==> config.mk <==
export PLATFORM = sky130hd
export DESIGN_NAME = seg7_scan_decoder_flat
export DESIGN_NICKNAME = d
export VERILOG_FILES = /design/src/rtl/seg7_scan_decoder_pkg.sv /design/src/rtl/seg7_scan_decoder_if.sv /design/src/rtl/seg7_scan_decoder_dwell_fsm.sv /design/src/rtl/seg7_scan_decoder.sv /design/src/flat_wrapper.sv
export SDC_FILE = /design/constraint.sdc
export NUM_CORES = 1
export LEC_CHECK = 0
export ABC_AREA = 1
export ABC_CLOCK_PERIOD_IN_PS = 6700
export CAP_MARGIN = 20
export CORE_MARGIN = 4
export CORE_UTILIZATION = 30
export DETAILED_ROUTE_END_ITERATION = 8
export PLACE_DENSITY = 0.44
export RECOVER_POWER = 25
export REMOVE_ABC_BUFFERS = 1
export SLEW_MARGIN = 15
export SYNTH_ARGS = -nofsm -noshare
export SYNTH_HDL_FRONTEND = slang
export SYNTH_HIERARCHICAL = 1
export SYNTH_SLANG_ARGS = --single-unit
==> constraint.sdc <==
create_clock -name clk -period 6.7 [get_ports clk]
set_input_delay 1.005 -clock clk [delete_from_list [all_inputs] [get_ports clk]]
set_output_delay 1.005 -clock clk [all_outputs]
set_load 0.01 [all_outputs]
==> src/rtl/seg7_scan_decoder_pkg.sv <==
// Segment patterns, dwell states and the pattern-to-BCD decoder for the scan decoder.
// SEG7_HEX_EN: when defined, patterns A-F decode to codes A-F instead of flagging an error.
package seg7_pkg;

  localparam logic [6:0] SEG_0     = 7'h3F;
  localparam logic [6:0] SEG_1     = 7'h06;
  localparam logic [6:0] SEG_2     = 7'h5B;
  localparam logic [6:0] SEG_3     = 7'h4F;
  localparam logic [6:0] SEG_4     = 7'h66;
  localparam logic [6:0] SEG_5     = 7'h6D;
  localparam logic [6:0] SEG_6     = 7'h7D;
  localparam logic [6:0] SEG_7     = 7'h07;
  localparam logic [6:0] SEG_8     = 7'h7F;
  localparam logic [6:0] SEG_9     = 7'h6F;
  localparam logic [6:0] SEG_A     = 7'h77;
  localparam logic [6:0] SEG_B     = 7'h7C;
  localparam logic [6:0] SEG_C     = 7'h39;
  localparam logic [6:0] SEG_D     = 7'h5E;
  localparam logic [6:0] SEG_E     = 7'h79;
  localparam logic [6:0] SEG_F     = 7'h71;
  localparam logic [6:0] SEG_BLANK = 7'h00;

  typedef enum logic [1:0] {
    ST_IDLE  = 2'd0,
    ST_COUNT = 2'd1,
    ST_HELD  = 2'd2
  } dwell_state_e;

  // Returns {err, blank, code[3:0]}; unknown patterns report code 0 with err set.
  function automatic logic [5:0] decode_seg(input logic [6:0] pat);
    logic       err;
    logic       blank;
    logic [3:0] code;
    err   = 1'b0;
    blank = 1'b0;
    code  = 4'h0;
    case (pat)
      SEG_0:     code = 4'h0;
      SEG_1:     code = 4'h1;
      SEG_2:     code = 4'h2;
      SEG_3:     code = 4'h3;
      SEG_4:     code = 4'h4;
      SEG_5:     code = 4'h5;
      SEG_6:     code = 4'h6;
      SEG_7:     code = 4'h7;
      SEG_8:     code = 4'h8;
      SEG_9:     code = 4'h9;
      SEG_BLANK: blank = 1'b1;
`ifdef SEG7_HEX_EN
      SEG_A:     code = 4'hA;
      SEG_B:     code = 4'hB;
      SEG_C:     code = 4'hC;
      SEG_D:     code = 4'hD;
      SEG_E:     code = 4'hE;
      SEG_F:     code = 4'hF;
`endif
      default:   err = 1'b1;
    endcase
    return {err, blank, code};
  endfunction

endpackage

==> src/rtl/seg7_scan_decoder_if.sv <==
// Frame delivery channel: decoded digits plus per-digit flags under valid/ready.
// Master holds the frame stable while valid is high and ready is low.
interface seg7_scan_decoder_if;
  logic [15:0] frame_digits;
  logic [3:0]  frame_err;
  logic [3:0]  frame_blank;
  logic        frame_valid;
  logic        frame_ready;

  modport master (
    output frame_digits, frame_err, frame_blank, frame_valid,
    input  frame_ready
  );

  modport slave (
    input  frame_digits, frame_err, frame_blank, frame_valid,
    output frame_ready
  );
endinterface

==> src/rtl/seg7_scan_decoder_dwell_fsm.sv <==
// Qualifies a synchronized digit pattern after STABLE_CYCLES identical samples; one capture
// strobe per stable dwell, combinational from registered state. No backpressure.
module seg7_dwell_fsm
  import seg7_pkg::*;
#(
  parameter int STABLE_CYCLES = 4
) (
  input  logic       clk,
  input  logic       rst_n,
  input  logic [6:0] s_seg,
  input  logic [3:0] s_en,
  output logic       cap_vld,
  output logic [1:0] cap_idx,
  output logic [6:0] cap_seg
);

  localparam int CW = $clog2(STABLE_CYCLES + 1);

  dwell_state_e  state_q, state_d;
  logic [10:0]   last_q, last_d;
  logic [CW-1:0] cnt_q, cnt_d;
  logic [10:0]   cur;
  logic          one_hot;
  logic          match;

  assign cur     = {s_seg, s_en};
  assign one_hot = (s_en != 4'h0) && ((s_en & (s_en - 4'h1)) == 4'h0);
  assign match   = (cur == last_q);

  always_ff @(posedge clk or negedge rst_n) begin
    if (!rst_n) begin
      state_q <= ST_IDLE;
      last_q  <= '0;
      cnt_q   <= '0;
    end else begin
      state_q <= state_d;
      last_q  <= last_d;
      cnt_q   <= cnt_d;
    end
  end

  always_comb begin
    state_d = state_q;
    last_d  = last_q;
    cnt_d   = cnt_q;
    cap_vld = 1'b0;
    case (state_q)
      ST_IDLE: begin
        if (one_hot) begin
          state_d = ST_COUNT;
          last_d  = cur;
          cnt_d   = CW'(1);
        end
      end
      ST_COUNT: begin
        if (!one_hot) begin
          state_d = ST_IDLE;
        end else if (match) begin
          if (cnt_q != CW'(STABLE_CYCLES)) cnt_d = cnt_q + CW'(1);
        end else begin
          last_d = cur;
          cnt_d  = CW'(1);
        end
      end
      ST_HELD: begin
        if (!match) begin
          if (one_hot) begin
            state_d = ST_COUNT;
            last_d  = cur;
            cnt_d   = CW'(1);
          end else begin
            state_d = ST_IDLE;
          end
        end
      end
      default: state_d = ST_IDLE;
    endcase
    // Reaching the threshold captures on this same edge, so STABLE_CYCLES=1 captures on entry.
    if (state_d == ST_COUNT && cnt_d == CW'(STABLE_CYCLES)) begin
      cap_vld = 1'b1;
      state_d = ST_HELD;
    end
  end

  always_comb begin
    cap_idx = 2'd0;
    for (int i = 0; i < 4; i++) begin
      if (s_en[i]) cap_idx = 2'(i);
    end
  end

  assign cap_seg = s_seg;

endmodule

==> src/rtl/seg7_scan_decoder.sv <==
// Rebuilds 4-digit BCD frames from a scanned 7-seg bus (SEG7_HEX_EN adds A-F); capture at
// N+1+STABLE_CYCLES, frame one edge later. Ready low holds the frame; a new one is dropped (overrun).
module seg7_scan_decoder
  import seg7_pkg::*;
#(
  parameter int STABLE_CYCLES = 4
) (
  input  logic                        clk,
  input  logic                        rst_n,
  input  logic [6:0]                  seg,
  input  logic [3:0]                  dig_en,
  seg7_scan_decoder_if.master         frm,
  output logic                        overrun,
  input  logic                        ovr_clr
);

  logic [6:0]  seg_meta_q, seg_meta_d, s_seg_q, s_seg_d;
  logic [3:0]  en_meta_q, en_meta_d, s_en_q, s_en_d;
  logic [15:0] slot_code_q, slot_code_d;
  logic [3:0]  slot_err_q, slot_err_d;
  logic [3:0]  slot_blank_q, slot_blank_d;
  logic [3:0]  got_q, got_d;
  logic [15:0] digits_q, digits_d;
  logic [3:0]  err_q, err_d;
  logic [3:0]  blank_q, blank_d;
  logic        valid_q, valid_d;
  logic        ovr_q, ovr_d;

  logic        cap_vld;
  logic [1:0]  cap_idx;
  logic [6:0]  cap_seg;
  logic [5:0]  dec;
  logic        frame_done;
  logic        drop;

  seg7_dwell_fsm #(.STABLE_CYCLES(STABLE_CYCLES)) u_dwell (
    .clk     (clk),
    .rst_n   (rst_n),
    .s_seg   (s_seg_q),
    .s_en    (s_en_q),
    .cap_vld (cap_vld),
    .cap_idx (cap_idx),
    .cap_seg (cap_seg)
  );

  assign dec        = decode_seg(cap_seg);
  assign frame_done = (got_q == 4'hF);
  assign drop       = frame_done && valid_q && !frm.frame_ready;

  always_ff @(posedge clk or negedge rst_n) begin
    if (!rst_n) begin
      seg_meta_q   <= '0;
      s_seg_q      <= '0;
      en_meta_q    <= '0;
      s_en_q       <= '0;
      slot_code_q  <= '0;
      slot_err_q   <= '0;
      slot_blank_q <= '0;
      got_q        <= '0;
      digits_q     <= '0;
      err_q        <= '0;
      blank_q      <= '0;
      valid_q      <= 1'b0;
      ovr_q        <= 1'b0;
    end else begin
      seg_meta_q   <= seg_meta_d;
      s_seg_q      <= s_seg_d;
      en_meta_q    <= en_meta_d;
      s_en_q       <= s_en_d;
      slot_code_q  <= slot_code_d;
      slot_err_q   <= slot_err_d;
      slot_blank_q <= slot_blank_d;
      got_q        <= got_d;
      digits_q     <= digits_d;
      err_q        <= err_d;
      blank_q      <= blank_d;
      valid_q      <= valid_d;
      ovr_q        <= ovr_d;
    end
  end

  always_comb begin
    seg_meta_d   = seg;
    s_seg_d      = seg_meta_q;
    en_meta_d    = dig_en;
    s_en_d       = en_meta_q;
    slot_code_d  = slot_code_q;
    slot_err_d   = slot_err_q;
    slot_blank_d = slot_blank_q;
    got_d        = got_q;
    digits_d     = digits_q;
    err_d        = err_q;
    blank_d      = blank_q;
    valid_d      = valid_q;

    if (valid_q && frm.frame_ready) valid_d = 1'b0;

    // A completed frame always empties the slots, whether it loads or is dropped.
    if (frame_done) begin
      got_d = 4'h0;
      if (!drop) begin
        digits_d = slot_code_q;
        err_d    = slot_err_q;
        blank_d  = slot_blank_q;
        valid_d  = 1'b1;
      end
    end

    if (cap_vld) begin
      slot_code_d[{cap_idx, 2'b00} +: 4] = dec[3:0];
      slot_blank_d[cap_idx]              = dec[4];
      slot_err_d[cap_idx]                = dec[5];
      got_d[cap_idx]                     = 1'b1;
    end

    ovr_d = (ovr_q && !ovr_clr) || drop;
  end

  assign frm.frame_digits = digits_q;
  assign frm.frame_err    = err_q;
  assign frm.frame_blank  = blank_q;
  assign frm.frame_valid  = valid_q;
  assign overrun          = ovr_q;

endmodule

==> src/flat_wrapper.sv <==
// flat-port wrapper written by rule: the top's interface ports become plain ports
module seg7_scan_decoder_flat import seg7_pkg::*;
#(
  parameter int STABLE_CYCLES = 4
)
  (clk, rst_n, seg, dig_en, overrun, ovr_clr, frm_frame_digits, frm_frame_err, frm_frame_blank, frm_frame_valid, frm_frame_ready);
  seg7_scan_decoder_if frm_i ();
  input  logic clk;
  input  logic rst_n;
  input  logic [6:0] seg;
  input  logic [3:0] dig_en;
  output logic overrun;
  input  logic ovr_clr;
  output wire logic [$bits(frm_i.frame_digits)-1:0] frm_frame_digits;
  output wire logic [$bits(frm_i.frame_err)-1:0] frm_frame_err;
  output wire logic [$bits(frm_i.frame_blank)-1:0] frm_frame_blank;
  output wire logic [$bits(frm_i.frame_valid)-1:0] frm_frame_valid;
  input wire logic [$bits(frm_i.frame_ready)-1:0] frm_frame_ready;
  assign frm_frame_digits = frm_i.frame_digits;
  assign frm_frame_err = frm_i.frame_err;
  assign frm_frame_blank = frm_i.frame_blank;
  assign frm_frame_valid = frm_i.frame_valid;
  assign frm_i.frame_ready = frm_frame_ready;
  seg7_scan_decoder #(.STABLE_CYCLES(STABLE_CYCLES)) u_core (.clk(clk), .rst_n(rst_n), .seg(seg), .dig_en(dig_en), .frm(frm_i), .overrun(overrun), .ovr_clr(ovr_clr));
endmodule
==> results.txt, run 1 <==
Flow results follow.

Per the GRT congestion report, total overflow comes to 0. Among logic cells in the layout, the one with the most instances is nand2_1. The number of buffers created by CTS is 9. The fraction of final cell area spent on non-clock buffers in this run is 8.163%.

The count of different cell masters after synthesis is 30. In the layout the commonest cells are nand2_1 (116), dfrtp_1 (92), inv_1 (47), clkdlybuf4s50_1 (28), nor2_1 (20). For reference, the final report shows the hold violation count at 0. The multiplexer share of the synthesized area is 6.734%. The count of buffering cells on the critical path with inverters included is 2. The worst setup path is launched from an input port.

After synthesis the cells add up to 4237 um^2. The setup-violating endpoint count in the final report is 0. From bottom edge to top edge, the die measures 126.8 um. On the worst path, the slowest cell contributes a delay of 1.80 ns. The flip-flop cell with the highest count after synthesis is dfrtp_1.

The starting utilization of the core area is 30.52%. The number of max-slew violations in the final report is 49. Per the final layout report, the fraction of cells sized above drive strength 1 comes to 18.76%.

For the worst reg-to-reg path, the startpoint reported by OpenROAD is u_core/s_en_q[2]. The multi-input combinational cell count is 264. The number of buffers added for setup after CTS is 0.

On the critical path, the stage with the largest delay is an instance of clkbuf_1. The flow ran to the end, but the final reports show violations. The checks that failed: capacitance limit, slew limit. Per the layout area report, the register area comes to 2302 um^2. The initial antenna violation count is 0. The run reported a max-capacitance violation count of 1.

The routed length on met3 is 331 um. At the pin with the least slew margin, the transition time is 2.594 ns. The detailed route wirelength on metal2 is 3566 um. Per the OpenROAD floorplan log, the width of the die is 126.8 um. VDD sags by at most 0.1139 mV. The net switching fraction of the power is 24.93%. The sort of element at the end of the critical path is an async pin. In the final layout, excluding clock buffers the buffer count is 42.

The proportion of power drawn by flip-flops and latches is 51.7%. After synthesis, the most frequently instantiated cells are nand2_1 (116), dfrtp_1 (92), inv_1 (47), nor2_1 (20). The final estimated routing congestion in global placement is 0.7877. Subtracting the final worst setup slack from the clock period gives 3.131 ns. The highest attainable clock frequency is 0.3194 GHz. The number of hold buffers added after CTS was 0.

Setup repair after global routing left no endpoint under its margin.
[run 1: worst min path at each step]
stage	to	slack [ns]	start
floorplan	u_core/s_en_q[0]	0.33	u_core/en_meta_q[0]
global placement	u_core/s_seg_q[6]	0.33	u_core/s_seg_d[6]
detailed placement	u_core/s_en_q[3]	0.33	u_core/en_meta_q[3]
CTS	u_core/s_seg_q[6]	0.35	u_core/s_seg_d[6]
global route	u_core/s_en_q[0]	0.35	u_core/en_meta_q[0]
finish	u_core/s_seg_q[2]	0.35	u_core/s_seg_d[2]
[run 1: through the flow]
stage | std cells | area [um^2] | setup slack (ns)
final | 649 | 5012 | 3.569
after global routing | 649 | 5012 | 2.902
after CTS | 649 | 5016 | 4.056
after detailed placement | 634 | 4748 | 3.931
after global placement | 634 | 4748 | 3.979
after floorplan | 412 | 4110 | 4.344
Run 1, congestion heat map:
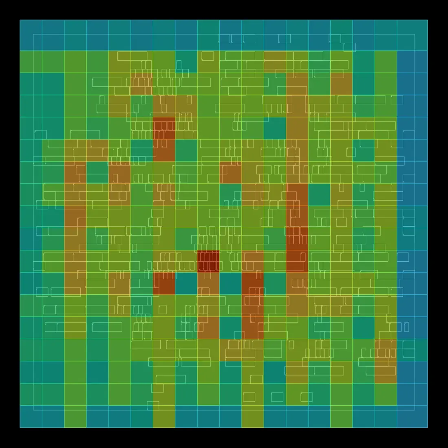
global-route usage over all layers: 10.29%
Routed WL per cell: 11.81 um
utilization after layout: 36.11%
met1 track utilization from global routing: 12.92%

Run 1, routed clock nets over the placement:
Scale: 4 px per um.
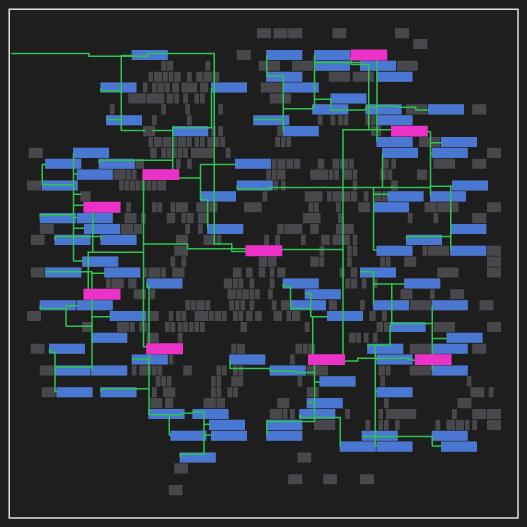
[blue] flip-flops | count: 92
[magenta] clock-net drivers | count: 9
[green] clock wires | length: 1240 um
routed clock nets: 10
flops lie: widely spread
Latency at later pin: 0.34 ns
total clock network power: 0.462 mW

Run 1, wiring heat map:
Scale: 3 px per um. 25 x 25 tiles, from white (low) to dark blue (high), scaled to the fullest tile. Values are wire area over tile area, all layers added.
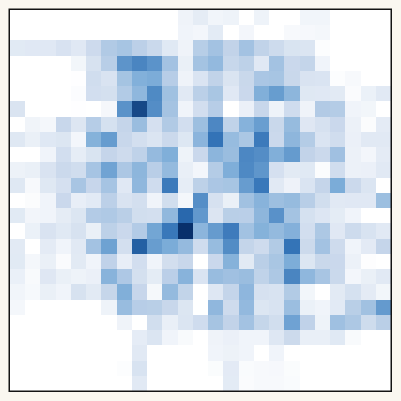
fullest tile: 0.41
tiles over half the peak: 6.2%
mean over tiles: 0.075
via count: 2789
Final Routed Wirelength: 7666 um

==> run 2, diff against run 1 <==
Settings changed: ABC_CLOCK_PERIOD_IN_PS 6700 to 3150.
Clock period 6.7 ns to 3.15 ns, I/O delays scaled along.
Run 2, wiring heat map:
Scale: 3 px per um. 25 x 25 tiles, from white (low) to dark blue (high), scaled to the fullest tile. Values are wire area over tile area, all layers added.
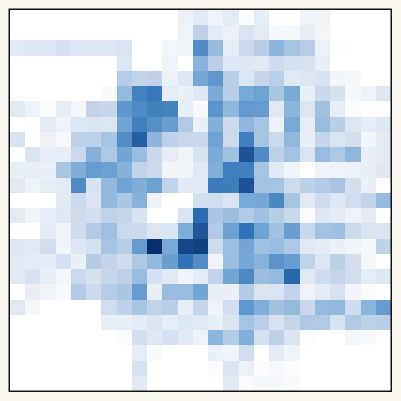
tiles over half the peak: 9.9%
densest ninth of the die: center
nearly empty tiles: 27%
fullest tile: 0.39
mean over tiles: 0.075
Final Routed Wirelength: 7612 um
global-route usage over all layers: 10.42%

==> run 2 against run 1 <==
Compared with the run above: the flow still finishes with violations (capacitance limit, slew limit); sequential cell count stayed put; synthesized cell count stayed put; critical path depth is 13 higher; final area hardly changed; sequential share of layout area hardly changed; clock power is 120% higher; die area stayed put; via count hardly changed; combinational power is 110% higher; sequential power is 110% higher; critical path type is now flip-flop to flip-flop.
==> results.txt, run 2 <==
Flow results follow.

Based on the critical path, the design can be clocked at up to 0.4018 GHz. The commonest cells after synthesis are nand2_1 (116), dfrtp_1 (92), inv_1 (47), nor2_1 (20). Setup repair after global routing left no endpoint under its margin. The flow ran to the end, but the final reports show violations. In the Yosys report, the sequential cells make up 54.34% of the chip area. The number of buffers added for setup after CTS is 0. Together, buffers and inverters on the worst path number 3. The hold-critical path endpoint is u_core/s_seg_q[5].

The flip-flop cell with the highest count after synthesis is dfrtp_1. The clock network consumes a total of 0.995 mW. Per the STA report, the cell with the highest stage delay on the worst path is dfrtp_1. The share of the core area taken by cells at floorplan is 30.52%.

The number of warnings the tools reported is 33. The later pin in the worst-skew pair is clocked with a latency of 0.35 ns. The final routed wire length divided by cell count is 11.71 um.

The worst setup path is launched from a flip-flop. The detailed route wirelength on metal2 is 3465 um. The transition at the pin with the smallest max-transition slack is 2.186 ns. In the final layout, the share of cells above drive strength 1 is 18.72%.

The number of endpoints with negative hold slack in the final report is 0. The peak supply drop is 0.3422 mV. Across all layers, the routed design uses 2788 vias. Measured on the finished design, the core utilization comes to 36.14%.

The worst path in the final design needs a cycle of 2.489 ns, including I/O delays and setup. The post-synthesis cell area is 4237 um^2. The quantity of hold-fixing buffers added after cts is 0.

The remaining global-route overflow is 0. The number of max-slew violations in the final report is 93. STA classifies the critical path endpoint as a flip-flop. The worst setup margin is 0.6614 ns.

The biggest cell delay along the critical path is 0.41 ns. The chip height is 126.8 um. The die is 126.8 um wide. The checks that failed: capacitance limit, slew limit. The setup-violating endpoint count in the final report is 0.

In the detailed route, the total length drawn on met3 is 404 um. OpenSTA, run right after detailed placement, puts the worst setup slack at 0.6446 ns. The net switching fraction of the power is 24.87%. The number of buffers created by CTS is 9. Max-cap violations in this run came to 1. Excluding fillers, the count of instances in the completed layout stands at 650.

By instance count after routing, the leading logic cell type is nand2_1. Counting distinct cell types in the post-synthesis netlist gives 30. Per the cell usage report, the commonest logic cells after layout are nand2_1 (116), dfrtp_1 (92), inv_1 (47), clkdlybuf4s50_1 (39), nor2_1 (20). The initial antenna violation count came to 0. Per the detailed placement report, the placed cell area equals 4761 um^2. The post-route standard cell area excluding fillers is 5016 um^2. The launch point of the worst hold path is u_core/s_seg_d[5]. The proportion of power drawn by flip-flops and latches is 51.4%.
## run 2: cell types whose count changed in the layout (fill, tap and decap cells not counted), sizes merged
cell	before	now
clkdlybuf4s50	28	39
dlygate4sd3	11	0
clkbuf	10	13
clkinv	5	3
buf	2	1
inv	55	56
## run 2: cell type report
cell class | count | area [um^2] | area share [%]
Inverter | 56 | 211.5 | 4.216
Clock buffer | 11 | 232.7 | 4.640
Sequential cell | 92 | 2302 | 45.90
Clock inverter | 5 | 37.54 | 0.7483
Timing Repair Buffer | 42 | 410.4 | 8.182
Multi-Input combinational cell | 264 | 1597 | 31.83
Tap cell | 180 | 225.2 | 4.490
## run 2: layer usage
metal | global-route usage (%) | up-vias
met2 | 15.97 | 56
met4 | 4.732 | 0
li1 | - | 1421
met1 | 13.20 | 1301
met5 | 0 | -
met3 | 3.705 | 10
==> run 3, diff against run 2 <==
Settings changed: ABC_CLOCK_PERIOD_IN_PS 3150 to 2200, PLACE_DENSITY 0.44 to 0.46.
Clock period 3.15 ns to 2.2 ns, I/O delays scaled along.
Run 3, wiring heat map:
Scale: 3 px per um. 25 x 25 tiles, from white (low) to dark blue (high), scaled to the fullest tile. Values are wire area over tile area, all layers added.
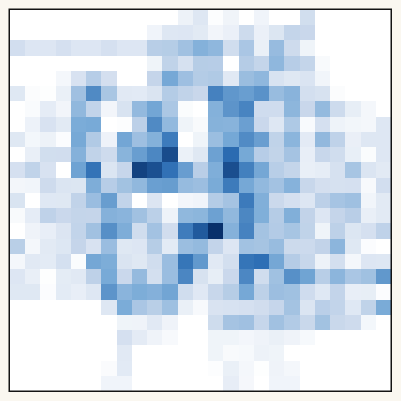
densest ninth of the die: center
tiles over half the peak: 9.8%
nearly empty tiles: 28%
Final Routed Wirelength: 7895 um
Routed WL per cell: 11.70 um
global-route usage over all layers: 10.61%
via count: 2853

==> run 3 against run 2 <==
Compared with the run above: the run now ends clean; power up 55%; utilization up 2.3 points; fmax up 23%; clock skew about the same; critical path depth up 1; critical endpoint is now u_core/slot_code_q[0]; largest power group unchanged; combinational power up 68%.
==> results.txt, run 3 <==
Flow results follow.

Per the placement report, the placed cell count is 651. The final report lists the setup-violating endpoint count as 0. The run finished with clean final reports. After layout, the minimum clock period comes to 2.021 ns. The largest individual stage delay along the critical path comes from the cell dfrtp_1.

The net switching fraction of the power is 23.79%. The busiest metal layer after global routing is met2. In the detailed route, the total length drawn on met3 is 375 um. The worst setup path is captured at a flip-flop.

The biggest cell delay along the critical path is 0.41 ns. The placement stage leaves a total instance area of 4901 um^2. Summing all non-filler instances in the final layout gives an area of 5341 um^2.

The chip height is 126.8 um. After synthesis, the most frequently instantiated cells are nand2_1 (116), dfrtp_1 (92), inv_1 (47), nor2_1 (20). The number of standard cells in the final layout excluding fillers is 675. Setup repair after global routing could not meet its margin everywhere. In the global route stage, met3 resource usage came out at 3.326%.

The met1 capacity usage during global routing is 13.35%. The highest attainable clock frequency is 0.4948 GHz. The number of max-slew violations in the final report is 0. The sequential cell area fraction in the yosys report is 54.34%. The met2 track utilization from global routing is 16.66%. The dominant logic cell type in the layout is nand2_1.

The power of the clock network is 1.67 mW. At the placement stage, the worst setup path has a slack of -0.02637 ns. The post-synthesis cell area is 4237 um^2. At the later pin of the worst-skew pair, clock insertion delay measures 0.35 ns. The proportion of power drawn by flip-flops and latches is 47.3%. The peak supply drop is 0.4349 mV. The detailed router reports a met2 wire length of 3699 um.

The worst setup path is launched from a flip-flop. The count of different cell masters after synthesis is 30. The final estimated routing congestion in global placement is 0.8215. Cells with a size suffix above 1 make up 26.87% of the layout. The launch point of the worst hold path is u_core/s_seg_d[5].

The CTS report gives the tree buffer count as 9. The flip-flop cell with the highest count after synthesis is dfrtp_1. The tool warning count for the run is 34. The initial antenna violation count was 0. Leaving out fill and tap cells, the most frequent cells in the layout are nand2_1 (110), dfrtp_1 (90), inv_1 (42), clkdlybuf4s50_1 (27), buf_4 (24). The count of buffering cells on the critical path with inverters included is 3.

The max-capacitance violation count is 0. The worst setup margin is 0.1792 ns.
-- run 3: cell counts after synthesis --
No cell type changed its count.
-- run 3: layout make-up --
cell class                 count  area (um^2)
multi-input combinational    264         1650
fill                        1367         8539
sequential                    92         2305
timing repair buffer          67        624.3
inverter                      56        214.0
clock inverter                 7        97.59
clock buffer                   9        225.2
tap                          180        225.2
-- run 3: repair_timing --
item / CTS / global route
pin swaps: 0 / 6
hold buffers: 1 / 0
setup buffers: 0 / 7
endpoints found under the setup margin: 6 / 27
resized: 2 / 22
endpoints found under the hold margin: 17 / 0
cloned: 0 / 0
-- run 3: logic make-up after synthesis --
group,share of synthesized area [%]
adders and majority gates,2.953
xor gates and xnor gates,1.447
DFF,54.34
muxes,6.734
and+or+nand+nor,20.11
AOI/OAI and AO/OA,6.438
buffers and inverters,7.974

==> gallery <==
Gate families picked out.
Scale: 3 px per um.
image #1
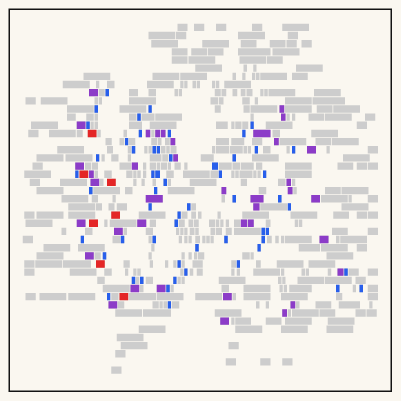
image #2
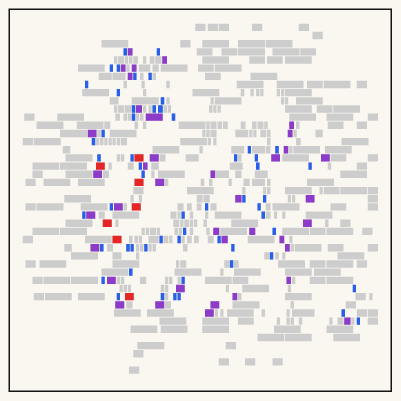
image #1: run 3
image #2: run 1

Key to image #1:
[red] xor and xnor cells | cells: 7 | where: middle left
[blue] inv cells | cells: 56
[purple] aoi and oai cells | cells: 38

Power is estimated from default activity; no workload was simulated.
